Fig. 1: signal wires by layer
Scale: 8 px per um.
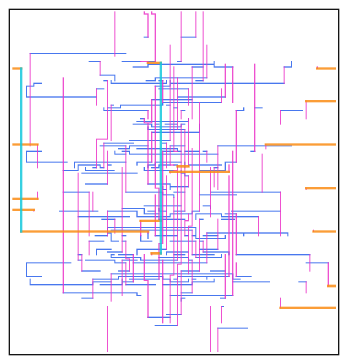
Fig. 2: the metal 2 layer
Scale: 6 px per um.
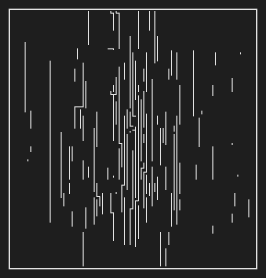
Fig. 3: I/O pins on the die edge
Scale: 6 px per um. Pins as bars across the die edge, other pins in grey.
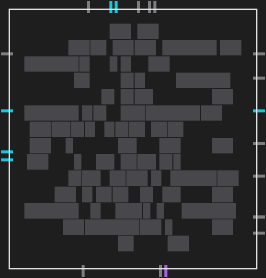
Fig. 4: routing congestion
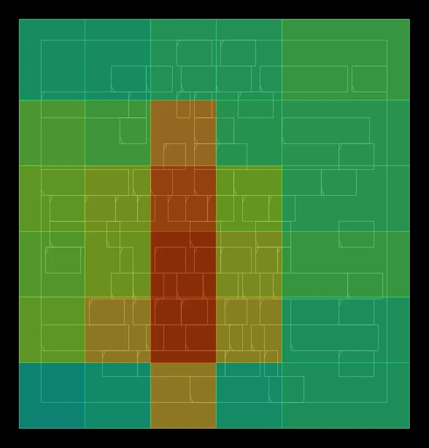
Fig. 5: I/O nets highlighted
Scale: 8 px per um.
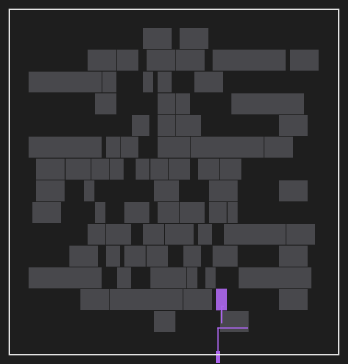
==> config.mk <==
export PLATFORM = sky130hd
export DESIGN_NAME = sync_down_counter_6bit
export DESIGN_NICKNAME = d
export VERILOG_FILES = /design/src/rtl/sync_down_counter_6bit_pkg.sv /design/src/rtl/sync_down_counter_6bit_jkff_n.sv /design/src/rtl/sync_down_counter_6bit.sv
export SDC_FILE = /design/constraint.sdc
export NUM_CORES = 1
export LEC_CHECK = 0
export CAP_MARGIN = 20
export CORE_AREA = 2 2 39 41
export CTS_BUF_LIST = sky130_fd_sc_hd__clkbuf_2 sky130_fd_sc_hd__clkbuf_4 sky130_fd_sc_hd__clkbuf_8
export CTS_CLUSTER_DIAMETER = 100
export DETAILED_ROUTE_END_ITERATION = 10
export DIE_AREA = 0 0 41 43
export PLACE_DENSITY_LB_ADDON = 0.08
export SYNTH_ARGS = -nofsm -noshare
export SYNTH_HDL_FRONTEND = slang
export SYNTH_SLANG_ARGS = --single-unit
==> constraint.sdc <==
create_clock -name clk -period 4.4 [get_ports clk]
set_input_delay 0.44 -clock clk [delete_from_list [all_inputs] [get_ports clk]]
set_output_delay 0.44 -clock clk [all_outputs]
set_load 0.01 [all_outputs]
==> out/metrics.yaml <==
yosys:
  yosysWarnings: 0
  mux_share_pct: 3.736
  fa_ha_area_share_pct: 0
  top_cells_by_area: "dfrtp_1 35%, buf_4 7.9%, a21oi_1 4.4%"
  top_area_cell: "dfrtp_1"
  ys.flops: 8
  yosysCellCount: 61
  flop_cell: "dfrtp_1"
  synth_area_sq_um: 569.3
  ys_top_logic_family: "simple AND/OR/NAND/NOR gates"
  synth_cells: 61
  fp_nets: 72
  yosys.area_share.simple_pct: 27.25
job:
  max_cap_viol_count: 0
timing:
  slew_headroom_pct: 62.03
  whs_ps: 454.3
  setup-tns-final_ps: 0
  tightest_slew_ps: 565.3
  max_freq_mhz: 398.2
placed_design:
  place_ws_ps: 2195
  gp_congestion: 0.8038
  dp_cells: 88
route:
  firstDrtPassIters: 4
  antenna_left: 0
  drcViolationCount: 0
  drt_iter0_markers: 8
final_layout:
  flops: 8
  post_route_cells_drive_above_1_share_pct: 13.33
  largest_reg_flops: 6
  comb-cell-share_pct: 40.23
  seq_share_pct: 26.71
  lay_top_cells: "19 x clkdlybuf4s50_1, 8 x dfrtp_1, 5 x a21oi_1"
  layout.nets: 88
  num-multi-input-gates: 41
  nonClkBufAreaFrac_pct: 25.38
pwr:
  internal_power_w: 0.0001438
  clkPwrFrac_pct: 29.3
  pwr-share-comb_pct: 26.2
  peakVddDrop_uv: 169.5
floorplan:
  fp-utilization_pct: 41.14
  die-area_sq_um: 1763
worst_setup_path:
  crit_arrival_ps: 2070
  worst-path-max-fanout: 10
  worst_ep_required_time_ps: 3960
  r2r_slack_ps: 2820
  worst-path-buf-inv: 2
cts:
  clk_latency_ps: 270
  cts_sinks: 8
  cts_made_buffers: 3
  cts_tree: "built"
global_route:
  grt_max_degree: 15
  overflow: 0
run_status:
  status: "complete, no violations"
-- Fig. 1 (at the start) --
colour	layer	wire length
orange	metal 3	67.5 um
blue	metal 1	616 um
magenta	metal 2	567 um
cyan	metal 4	44.2 um
GRT Total Usage: 18.20%
Routed Wire Length: 1295 um
via count: 511

-- Fig. 2 (at the start) --
main direction	vertical
wire length on this layer	567 um
nets with wire on the layer	75
share of all routed wire	44%
longest straight run	26.9 um
met2 Use GR: 23.75%

-- Fig. 3 (at the start) --
colour	port	pins	direction	edge
purple	`zero`	1	output	south
cyan	`din`	6	input	3 west, 2 north, 1 east
all pins by edge	7 east, 6 north, 4 west, 3 south
Die H: 43 um
port bufs: 19
chip width: 41 um

-- Fig. 4 (at the start) --
final core occ: 54.16%
WL/cell: 14.23 um
GRT Max-Usage Layer: met1
met3 Use GR: 3.141%
met1 Usage GRT: 25.33%

-- Fig. 5 (at the start) --
colour	port	direction	edge	end cells	buffers	wire
purple	`zero`	output	south	1	1	8.80 um
Ports: 20

Power figures rest on the tool's default switching activity, not on a simulated workload.
